Fig. 1: run 1, register map, names as in the netlist
Other sequential cells in the stronger grey, the rest of the logic in the fainter grey.
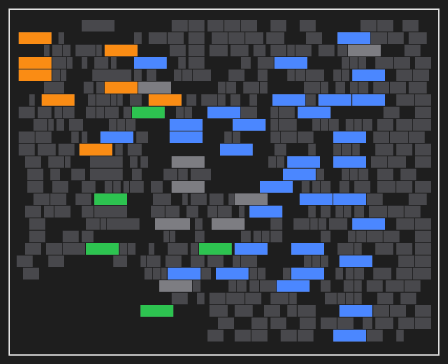
Fig. 2: run 1, metal 2
Cells faint in the background.
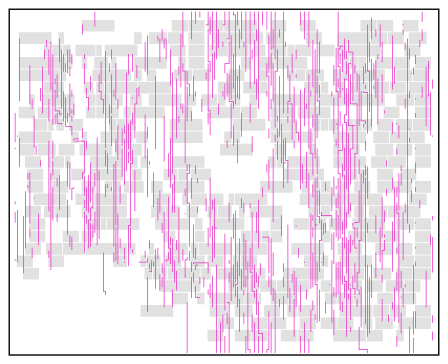
Fig. 3: run 1, signal wires on met1
Supply wires on this layer in grey. Cells faint in the background.
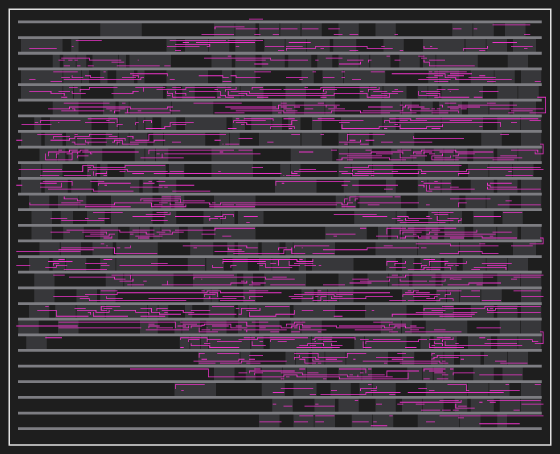
Fig. 4: run 1, I/O nets highlighted
Bar = 20 µm.
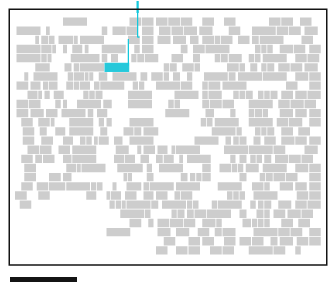
$ cat src/rtl/rf_wrctl_if.sv
// Register-file write-control bus: writeback source, debug write handshake,
// and the registered RF write port with init status.
interface rf_wrctl_if;
    // Writeback unit (always accepted when enabled)
    logic        i_wbk_en;
    logic [4:0]  i_wbk_rdt;
    logic [31:0] i_wbk_data;
    // Debug write request with valid/ready handshake
    logic        i_dbg_wr_valid;
    logic [4:0]  i_dbg_wr_addr;
    logic [31:0] i_dbg_wr_data;
    logic        o_dbg_wr_ready;
    logic        o_dbg_starve;
    // Register-file write port
    logic        o_rf_wren;
    logic [4:0]  o_rf_wr_addr;
    logic [31:0] o_rf_wr_data;
    logic        o_init_done;

    // Side that drives the write sources and consumes the RF port
    modport master (
        output i_wbk_en, i_wbk_rdt, i_wbk_data,
        output i_dbg_wr_valid, i_dbg_wr_addr, i_dbg_wr_data,
        input  o_dbg_wr_ready, o_dbg_starve,
        input  o_rf_wren, o_rf_wr_addr, o_rf_wr_data, o_init_done
    );

    // Write controller side
    modport slave (
        input  i_wbk_en, i_wbk_rdt, i_wbk_data,
        input  i_dbg_wr_valid, i_dbg_wr_addr, i_dbg_wr_data,
        output o_dbg_wr_ready, o_dbg_starve,
        output o_rf_wren, o_rf_wr_addr, o_rf_wr_data, o_init_done
    );
endinterface

$ cat src/rtl/rf_wrctl.sv
// Register-file write controller: clears x1..x31 after reset, then merges
// writeback (strict priority) and debug writes onto one registered RF port.
module rf_wrctl #(
    parameter bit          RF_CLR     = 1'b1,
    parameter int unsigned STARVE_MAX = 8
) (
    input  logic       clk,
    input  logic       rst,
    rf_wrctl_if.slave  bus
);

    localparam logic [7:0] STARVE_LIM = 8'(STARVE_MAX);

    typedef enum logic {
        S_INIT,
        S_RUN
    } state_t;

    state_t      state, state_nxt;
    logic [4:0]  clr_cnt, clr_cnt_nxt;
    logic [7:0]  wait_cnt, wait_cnt_nxt;

    logic        wren_nxt;
    logic [4:0]  addr_nxt;
    logic [31:0] data_nxt;

    logic        wren_q;
    logic [4:0]  addr_q;
    logic [31:0] data_q;
    logic        init_done_q;

    logic        dbg_ready;

    // Debug may only land in RUN when the writeback unit is idle.
    assign dbg_ready = (state == S_RUN) && !bus.i_wbk_en;

    // State register: FSM state, clear address counter and debug wait counter.
    always_ff @(posedge clk) begin
        // NOTE: non-blocking assignments keep every register sampling the
        // pre-edge values, so ordering inside the block does not matter.
        if (rst) begin
            state    <= S_INIT;
            clr_cnt  <= 5'd1;
            wait_cnt <= 8'd0;
        end else begin
            state    <= state_nxt;
            clr_cnt  <= clr_cnt_nxt;
            wait_cnt <= wait_cnt_nxt;
        end
    end

    // Next-state and next RF write selection.
    always_comb begin
        // NOTE: every output of this block gets a default first so no path
        // leaves a variable unassigned and no latch is inferred.
        state_nxt    = state;
        clr_cnt_nxt  = clr_cnt;
        wait_cnt_nxt = 8'd0;
        wren_nxt     = 1'b0;
        addr_nxt     = addr_q;
        data_nxt     = data_q;

        case (state)
            S_INIT: begin
                if (RF_CLR) begin
                    wren_nxt    = 1'b1;
                    addr_nxt    = clr_cnt;
                    data_nxt    = 32'h0;
                    clr_cnt_nxt = clr_cnt + 5'd1;
                    if (clr_cnt == 5'd31) begin
                        state_nxt = S_RUN;
                    end
                end else begin
                    state_nxt = S_RUN;
                end
            end
            S_RUN: begin
                if (bus.i_wbk_en) begin
                    // x0 is hardwired zero: drop the write, keep the port values.
                    if (bus.i_wbk_rdt != 5'd0) begin
                        wren_nxt = 1'b1;
                        addr_nxt = bus.i_wbk_rdt;
                        data_nxt = bus.i_wbk_data;
                    end
                    if (bus.i_dbg_wr_valid) begin
                        wait_cnt_nxt = (wait_cnt == STARVE_LIM) ? wait_cnt
                                                                : wait_cnt + 8'd1;
                    end
                end else if (bus.i_dbg_wr_valid) begin
                    // Accepted even for x0; only the RF write is suppressed.
                    if (bus.i_dbg_wr_addr != 5'd0) begin
                        wren_nxt = 1'b1;
                        addr_nxt = bus.i_dbg_wr_addr;
                        data_nxt = bus.i_dbg_wr_data;
                    end
                end
            end
            default: state_nxt = S_INIT;
        endcase
    end

    // Registered RF write port and init-done flag.
    always_ff @(posedge clk) begin
        if (rst) begin
            wren_q      <= 1'b0;
            addr_q      <= 5'd0;
            data_q      <= 32'h0;
            init_done_q <= 1'b0;
        end else begin
            wren_q      <= wren_nxt;
            addr_q      <= addr_nxt;
            data_q      <= data_nxt;
            init_done_q <= (state == S_RUN);
        end
    end

    assign bus.o_rf_wren      = wren_q;
    assign bus.o_rf_wr_addr   = addr_q;
    assign bus.o_rf_wr_data   = data_q;
    assign bus.o_init_done    = init_done_q;
    assign bus.o_dbg_wr_ready = dbg_ready;
    assign bus.o_dbg_starve   = (wait_cnt == STARVE_LIM);

endmodule

$ cat src/flat_wrapper.sv
// flat-port wrapper written by rule: the top's interface ports become plain ports
module rf_wrctl_flat 
#(
    parameter bit          RF_CLR     = 1'b1,
    parameter int unsigned STARVE_MAX = 8
)
  (clk, rst, bus_i_wbk_en, bus_i_wbk_rdt, bus_i_wbk_data, bus_i_dbg_wr_valid, bus_i_dbg_wr_addr, bus_i_dbg_wr_data, bus_o_dbg_wr_ready, bus_o_dbg_starve, bus_o_rf_wren, bus_o_rf_wr_addr, bus_o_rf_wr_data, bus_o_init_done);
  rf_wrctl_if bus_i ();
  input  logic clk;
  input  logic rst;
  input wire logic [$bits(bus_i.i_wbk_en)-1:0] bus_i_wbk_en;
  input wire logic [$bits(bus_i.i_wbk_rdt)-1:0] bus_i_wbk_rdt;
  input wire logic [$bits(bus_i.i_wbk_data)-1:0] bus_i_wbk_data;
  input wire logic [$bits(bus_i.i_dbg_wr_valid)-1:0] bus_i_dbg_wr_valid;
  input wire logic [$bits(bus_i.i_dbg_wr_addr)-1:0] bus_i_dbg_wr_addr;
  input wire logic [$bits(bus_i.i_dbg_wr_data)-1:0] bus_i_dbg_wr_data;
  output wire logic [$bits(bus_i.o_dbg_wr_ready)-1:0] bus_o_dbg_wr_ready;
  output wire logic [$bits(bus_i.o_dbg_starve)-1:0] bus_o_dbg_starve;
  output wire logic [$bits(bus_i.o_rf_wren)-1:0] bus_o_rf_wren;
  output wire logic [$bits(bus_i.o_rf_wr_addr)-1:0] bus_o_rf_wr_addr;
  output wire logic [$bits(bus_i.o_rf_wr_data)-1:0] bus_o_rf_wr_data;
  output wire logic [$bits(bus_i.o_init_done)-1:0] bus_o_init_done;
  assign bus_i.i_wbk_en = bus_i_wbk_en;
  assign bus_i.i_wbk_rdt = bus_i_wbk_rdt;
  assign bus_i.i_wbk_data = bus_i_wbk_data;
  assign bus_i.i_dbg_wr_valid = bus_i_dbg_wr_valid;
  assign bus_i.i_dbg_wr_addr = bus_i_dbg_wr_addr;
  assign bus_i.i_dbg_wr_data = bus_i_dbg_wr_data;
  assign bus_o_dbg_wr_ready = bus_i.o_dbg_wr_ready;
  assign bus_o_dbg_starve = bus_i.o_dbg_starve;
  assign bus_o_rf_wren = bus_i.o_rf_wren;
  assign bus_o_rf_wr_addr = bus_i.o_rf_wr_addr;
  assign bus_o_rf_wr_data = bus_i.o_rf_wr_data;
  assign bus_o_init_done = bus_i.o_init_done;
  rf_wrctl #(.RF_CLR(RF_CLR), .STARVE_MAX(STARVE_MAX)) u_core (.clk(clk), .rst(rst), .bus(bus_i));
endmodule
$ cat config.mk
export PLATFORM = sky130hd
export DESIGN_NAME = rf_wrctl_flat
export DESIGN_NICKNAME = d
export VERILOG_FILES = /design/src/rtl/rf_wrctl_if.sv /design/src/rtl/rf_wrctl.sv /design/src/flat_wrapper.sv
export SDC_FILE = /design/constraint.sdc
export NUM_CORES = 1
export LEC_CHECK = 0
export ABC_CLOCK_PERIOD_IN_PS = 2150
export CORE_ASPECT_RATIO = 0.8
export CORE_UTILIZATION = 40
export CTS_BUF_LIST = sky130_fd_sc_hd__clkbuf_4
export DETAILED_ROUTE_END_ITERATION = 16
export PLACE_DENSITY = 0.78
export REMOVE_ABC_BUFFERS = 1
export SKIP_LAST_GASP = 1
export SLEW_MARGIN = 10
export SYNTH_ARGS = -nofsm -noshare
export SYNTH_HDL_FRONTEND = slang
export SYNTH_SLANG_ARGS = --single-unit
export TNS_END_PERCENT = 30
$ cat constraint.sdc
create_clock -name clk -period 2.15 [get_ports clk]
set_input_delay 0.43 -clock clk [delete_from_list [all_inputs] [get_ports clk]]
set_output_delay 0.43 -clock clk [all_outputs]
set_load 0.05 [all_outputs]
==> flow_summary.json, run 1 <==
{
  "outcome": "finished clean",
  "ys_cells": 299,
  "ys_sh_xor_pct": 3.241,
  "cts_tree": "built",
  "synth_cell_types": 33,
  "maxSlewViolCount": 0,
  "gr-total-overflow": 0,
  "synthAoiAreaFrac_pct": 16.11,
  "maxCapViolations": 0,
  "via_per_inst": 5.506,
  "remaining_drc_errors": 0,
  "clock_latency_ps": 380,
  "grt_pass1_wl_mm": 11.74,
  "synthArstFlopShare_pct": 0,
  "timing.final.hold_violations": 0,
  "relSlewSlack_pct": 63.53,
  "power_uw": 1773,
  "path_buffers": 3,
  "fp_util_pct": 41.96,
  "diodes": 0,
  "yosysMostFrequentCell": "dfxtp_1",
  "synth_seq_share_pct": 39.26,
  "worst-r2r-cell-count": 5,
  "ctsHoldBuffers": 0,
  "core_um2": 6441,
  "ys_sh_simple_pct": 16.44,
  "nNetsFinal": 483,
  "slowest_stage": "dfxtp_1",
  "synthDominantCellAreaShare_pct": 39.26,
  "slowest_delay_ps": 400,
  "die_area_um2": 7091,
  "logic_family": "simple AND/OR/NAND/NOR gates",
  "area_growth_pct": 47.73,
  "hpwl_mm": 5.205,
  "antenna_found_initial": 0,
  "yosys-top-cells-count": "53 x dfxtp_1, 38 x a21oi_1, 32 x mux2_2, 32 x nand4_1, 20 x o21ai_1",
  "synth.cellmix.adderShare_pct": 1.852,
  "hold_depth": 2,
  "wire_per_inst_um": 15.84,
  "hold_start": "rst",
  "cts.clk_slew.worst_paths_ps": 140,
  "topCellsByArea": "dfxtp_1 39%, mux2_2 13%, nand4_1 7.4%",
  "cts_max_level": 2,
  "die_w_um": 93.90,
  "reg2reg_to": "u_core.wait_cnt[6]$_SDFFE_PP0N_",
  "mux_share_pct": 15.93,
  "cellLeakagePower_uw": 0.001367,
  "finalSetupTns_ps": 0,
  "tightest_slew_ps": 545.3,
  "period_minus_slack_ps": 2041,
  "critPathCaptureType": "output port",
  "cp.depth": 6,
  "grt_max_degree": 49,
  "setup_violations": 0,
  "fin_skew_ps": 23.42,
  "crit_top_cell": "inv_1",
  "synthesis.area_um2": 2703,
  "warnings": 27,
  "dieHeight_um": 75.52,
  "grt_pass1_vias": 2440,
  "synth-seq-cells": 53,
  "ant_nets": 0,
  "edf_count": 0,
  "rsz0062_at_grt": "yes",
  "r2r_slack_ps": 460,
  "drive_above_1_share_pct": 14.18,
  "finalCritPeriodShare_pct": 94.91,
  "dr.pass1.iters": 4,
  "top_area_cell": "dfxtp_1",
  "cts_made_buffers": 5,
  "crit_family": "flip-flops",
  "cts_sinks": 53,
  "avgSynthCellArea_um2": 9.039,
  "max_clock_freq_mhz": 490.1,
  "crit_chain": "inv_1 > ha_1 > nor4b_4 > nand2_1 > inv_1 > buf_12",
  "globalRouteTotalUtil_pct": 21.06,
  "hold_path_class": "in2reg",
  "crit_fanout": 6,
  "gp_congestion": 0.7879,
  "cellPowerDensity_nw_per_um2": 444.0,
  "crit_arrival_ps": 1610,
  "drt_iter0_markers": 176,
  "crit_path_start_kind": "flip-flop",
  "synthCells": 299,
  "holdPathEnd": "u_core.bus.o_init_done$_SDFF_PP0_",
  "clockRootBuffer": "clkbuf_4",
  "ff_type": "dfxtp_1",
  "reg2reg_from": "u_core.state$_SDFF_PP0_",
  "clockBufferDepth": 2,
  "crit_type": "reg2out",
  "critPathRequiredTime_ps": 1720,
  "yosysWarningCount": 0,
  "irDropWorstVdd_v": 0.0002333,
  "row_count": 26,
  "ys_area_um2": 2703
}
About Fig. 1:
u_core.wait_cnt: in orange, sequential cells 8, where north-west. u_core.bus.o_rf_wr_addr: in green, sequential cells 5. u_core.bus.o_rf_wr_data: in blue, sequential cells 32.
Another 8 sequential cells are not coloured.
Seq area share: 26.61%
Reg area: 1062 µm²

About Fig. 2:
The layer carries 3500 µm of wire. The longest straight run is 40.5 µm. The layer holds 46% of the routed length. The wires run mostly vertical. 397 nets have wire on it.
met2 Usage GRT: 35.20%
detailed-route wire length: 7.697 mm

About Fig. 3:
The layer carries 3520 µm of wire. The wires run mostly horizontal. The longest straight run is 23.9 µm.
met1 usage: 28.13%
DR vias: 2676

About Fig. 4:
bus_o_init_done: in cyan, bits 1, direction output, end cells 1, buffers 1, wire 15.9 µm.
I/O pins: 119
IO buf count: 118

==> run 1: stage by stage <==
| step | utilization [%] | std cells | setup slack [ps] | hold WS, ps | instance area (µm²) |
|---|---|---|---|---|---|
| 4_1_cts | 61.79 | 486 | 41.49 | 229.6 | 3980 |
| 3_5_place_dp | 60.78 | 478 | 22.89 | 466.2 | 3915 |
| 6_report | 61.99 | 486 | 109.5 | 249.1 | 3993 |
| 2_1_floorplan | - | 268 | -650.3 | 480.1 | 2520 |
| 3_3_place_gp | 60.78 | 478 | 62.89 | 456.6 | 3915 |
| 5_1_grt | 61.99 | 486 | -31.82 | 235.0 | 3993 |
==> run 1: how the worst max path moves through the flow <==
| stage | to | from | slack (ps) |
|---|---|---|---|
| global route | bus_o_dbg_starve | u_core.wait_cnt[0]$_SDFFE_PP0N_ | -30 |
| detailed placement | u_core.bus.o_rf_wr_addr[0]$_SDFFE_PP0P_ | bus_i_dbg_wr_addr[3] | 20 |
| floorplan | u_core.bus.o_rf_wr_addr[0]$_SDFFE_PP0P_ | u_core.state$_SDFF_PP0_ | -650 |
| CTS | bus_o_dbg_starve | u_core.wait_cnt[0]$_SDFFE_PP0N_ | 40 |
| finish | bus_o_dbg_starve | u_core.wait_cnt[0]$_SDFFE_PP0N_ | 110 |
| global placement | u_core.bus.o_rf_wr_addr[0]$_SDFFE_PP0P_ | bus_i_dbg_wr_addr[3] | 60 |
==> run 1: sequential cells by signal, indices dropped and copies added, names as in the netlist <==
signal                   flops
u_core.bus.o_rf_wr_addr      5
u_core.bus.o_rf_wr_data     32
u_core.bus.o_rf_wren         1
u_core.clr_cnt               5
u_core.wait_cnt              8
u_core.state                 1
u_core.bus.o_init_done       1
==> run 1: final cells by class <==
class                   count  area (µm²)
flip-flops and latches     53        1062
clock buffers               6       45.04
repair buffers            126        1292
fillers                   548        2449
multi-input cells         212        1463
clock inverters             2       13.76
inverters                   3       11.26
well taps                  84       105.1
==> run 1: power by group <==
group	total, µW	switching [µW]	internal (µW)
combinational	296	102	195
clock	467	322	144
sequential	1010	13.1	996
total	1770	437	1340
==> run 1: routing by layer <==
| metal | vias to the layer above | wire [µm] | global-route usage (%) |
|---|---|---|---|
| li1 | 1306 | - | - |
| met1 | 1251 | 3519 | 28.13 |
| met2 | 115 | 3503 | 35.20 |
| met3 | 4 | 627 | 4.491 |
| met4 | 0 | 46 | 5.128 |
| met5 | - | 0 | 0 |
==> run 1: layout by cell type (no fill, tap or decap), drive strengths merged <==
master / count
clkdlybuf4s50: 114
dfxtp: 53
a21oi: 38
o21ai: 38
mux2: 32
nand4: 32
nor2: 13
buf: 12
nand2: 7
xor2: 7
mux2i: 7
nand3: 7
clkbuf: 6
o2111ai: 5
ha: 4
inv: 4
nor2b: 3
and3: 3
xnor2: 3
nand4b: 2
nand2b: 2
nor4b: 1
nor3b: 1
nor4: 1
and4b: 1
or3: 1
or4b: 1
or3b: 1
o21a: 1
nor3: 1
clkinv: 1
==> run 1: what timing repair did <==
item	4_1_cts	5_1_grt
endpoints found under the setup margin	1	2
gates resized	1	2
pin swaps	0	0
setup buffers	0	0
==> inputs of run 2 (changes only) <==
--- a/config.mk
+++ b/config.mk
@@ -10,6 +10,7 @@
 export CORE_UTILIZATION = 40
 export CTS_BUF_LIST = sky130_fd_sc_hd__clkbuf_4
 export DETAILED_ROUTE_END_ITERATION = 16
+export GPL_TIMING_DRIVEN = 0
 export PLACE_DENSITY = 0.78
 export REMOVE_ABC_BUFFERS = 1
 export SKIP_LAST_GASP = 1
Fig. 5: run 2, track usage over the die
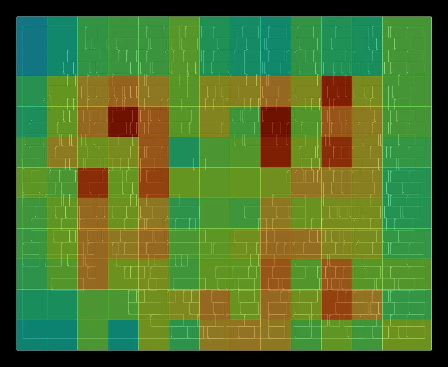
met2 Usage GRT: 34.31%
GRT busiest layer: met2
GR Layer Usage met3: 3.992%
WL/cell: 15.18 µm
met1 usage: 26.46%

Fig. 6: run 2, register map, names as in the netlist
Other sequential cells in the stronger grey, the rest of the logic in the fainter grey.
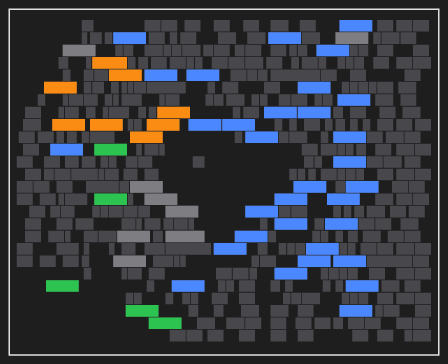
u_core.bus.o_rf_wr_data: in blue, sequential cells 32. u_core.wait_cnt: in orange, sequential cells 8. u_core.bus.o_rf_wr_addr: in green, sequential cells 5.
Another 8 sequential cells are not coloured.
Final Core Density: 62.59%
Seq area share: 26.44%
Seq power: 1010 µW
Reg area: 1066 µm²

==> flow_summary.json, run 2 <==
{
  "nFillCells": 550,
  "synth-seq-cells": 53,
  "timing.final.hold_violations": 0,
  "synthAoiAreaFrac_pct": 16.11,
  "grt_pass1_wl_mm": 11.31,
  "slowest_stage": "dfxtp_4",
  "critPathRequiredTime_ps": 1720,
  "top_area_cell": "dfxtp_1",
  "topCellsByArea": "dfxtp_1 39%, mux2_2 13%, nand4_1 7.4%",
  "synthCells": 299,
  "rsz0062_at_grt": "yes",
  "crit_family": "buffers and inverters",
  "ys_sh_xor_pct": 3.241,
  "drive_above_1_share_pct": 14.71,
  "synth_cell_types": 33,
  "max_clock_freq_mhz": 474.8,
  "cts.clk_slew.worst_paths_ps": 140,
  "post_dp_cell_area_um2": 3899,
  "hpwl_mm": 5.049,
  "fp_util_pct": 41.96,
  "mux_share_pct": 15.93,
  "io_pins": 119,
  "largest_reg_flops": 32,
  "finalCritPeriodShare_pct": 97.96,
  "crit_arrival_ps": 1680,
  "drt_iter0_markers": 130,
  "cts_sinks": 53,
  "portBuffers": 118,
  "die_area_um2": 7091,
  "grt_pass1_vias": 2411,
  "hold_start": "u_core.bus.o_rf_wr_data[27]$_SDFFE_PP0P_",
  "ant_nets": 0,
  "synth_seq_share_pct": 39.26,
  "irDropWorstVdd_v": 0.0003115,
  "ys_sh_simple_pct": 16.44,
  "core_um2": 6441,
  "yosys-top-cells-count": "53 x dfxtp_1, 38 x a21oi_1, 32 x mux2_2, 32 x nand4_1, 20 x o21ai_1",
  "dpl.cell_count": 475,
  "synth.cellmix.adderShare_pct": 1.852,
  "routed_wl_mm": 7.364,
  "yosysMostFrequentCell": "dfxtp_1",
  "outcome": "finished clean",
  "row_count": 26,
  "final_area_um2": 4031,
  "antenna_found_initial": 0,
  "ys_area_um2": 2703,
  "warnings": 28,
  "critPathCaptureType": "output port",
  "gp_congestion": 0.7290,
  "tightest_slew_ps": 839.3,
  "ys_cells": 299,
  "setup_violations": 0,
  "dr.pass1.iters": 4,
  "yosysWarningCount": 0,
  "cts_tree": "built",
  "final_cell_mix": "114 x clkdlybuf4s50_1, 51 x dfxtp_1, 38 x a21oi_1",
  "ff_type": "dfxtp_1",
  "gr-total-overflow": 0,
  "dieHeight_um": 75.52,
  "crit_chain": "buf_16 > nor2b_1 > clkdlybuf4s15_2",
  "maxSlewViolCount": 0,
  "clock_latency_ps": 370,
  "synthesis.area_um2": 2703,
  "clockRootBuffer": "clkbuf_4",
  "globalRouteTotalUtil_pct": 20.14,
  "synthArstFlopShare_pct": 0,
  "fin_skew_ps": 8.180,
  "grt_max_degree": 46,
  "cts_made_buffers": 5,
  "slowest_delay_ps": 560,
  "crit_path_start_kind": "flip-flop",
  "cellPowerDensity_nw_per_um2": 466.1,
  "crit_fanout": 29,
  "hold_path_class": "reg2reg",
  "logic_family": "simple AND/OR/NAND/NOR gates",
  "die_w_um": 93.90,
  "avgSynthCellArea_um2": 9.039,
  "via_count": 2648,
  "relSlewSlack_pct": 44.05,
  "layout.cells.most_common": "clkdlybuf4s50_1",
  "synthDominantCellAreaShare_pct": 39.26,
  "ctsHoldBuffers": 0,
  "diodes": 0,
  "remaining_drc_errors": 0
}
[run 2: cell counts after synthesis]
Identical to the previous run, type by type.
[run 2: cell families (layout without fill, tap and decap cells)]
kind of cell             Yosys count  in the layout
AND-OR/OR-AND                     82             82
AND/OR/NAND/NOR                   77             77
multiplexers                      39             39
XOR/XNOR                          10             10
flip-flops                        53             53
adder cells (fa/ha/maj)            4              4
buffers and inverters             34            136
[run 2: area by class of cell]
type	count	area, µm²	area share, %
inverter	3	11.26	0.2793
sequential	53	1066	26.44
clock inverter	2	38.79	0.9621
clock buffer	6	45.04	1.117
tap	84	105.1	2.607
multi-input combinational	212	1475	36.59
timing repair buffer	125	1290	32.00
[run 2: layer usage]
| metal | global-route usage (%) | wire [µm] | vias to the layer above |
|---|---|---|---|
| li1 | - | - | 1296 |
| met1 | 26.46 | 3404 | 1248 |
| met2 | 34.31 | 3352 | 97 |
| met3 | 3.992 | 538 | 7 |
| met4 | 5.299 | 68 | 0 |
| met5 | 0 | 0 | - |
[run 2: worst paths after layout]
path,slack (ps),cells past startpoint,end
max,40,3,bus_o_dbg_wr_ready
min,490,2,u_core.bus.o_rf_wr_data[27]$_SDFFE_PP0P_
max reg2reg,120,4,u_core.bus.o_rf_wr_data[25]$_SDFFE_PP0P_
min reg2reg,490,2,u_core.bus.o_rf_wr_data[27]$_SDFFE_PP0P_
[run 2: worst register-to-register path, cell delays in order (launching register included)]
cell	delay, ps
dfxtp_4	560
or4b_4	540
o21a_2	460
nand4_1	250
a21oi_1	90
[run 2: through the flow]
step / hold slack (ps) / setup TNS, ps / total power, µW / setup slack (ps) / util, %
after detailed placement: 464.2 / -20120 / 1324 / -596.9 / 60.53
final: 487.7 / 0 / 1879 / 43.86 / 62.59
after CTS: 485.4 / -137.9 / 1890 / -137.9 / 62.33
after global placement: 457.3 / -105680 / 1322 / -2642 / 59.09
after global routing: 504.1 / -73.59 / 1961 / -39.61 / 62.59
after floorplan: 480.1 / -23160 / 1129 / -650.3 / -
[run 2: power breakdown]
group          leakage, µW  switching, µW  total, µW  internal (µW)
clock            0.0000459            315        576            261
sequential        0.000430           11.8       1010            995
combinational     0.000893            100        296            196
[run 2: timing repair]
item,CTS,global route
buffers inserted,1,1
resized,9,6
setup endpoints to repair,40,9
pin swaps,1,1
Power figures rest on the tool's default switching activity, not on a simulated workload.
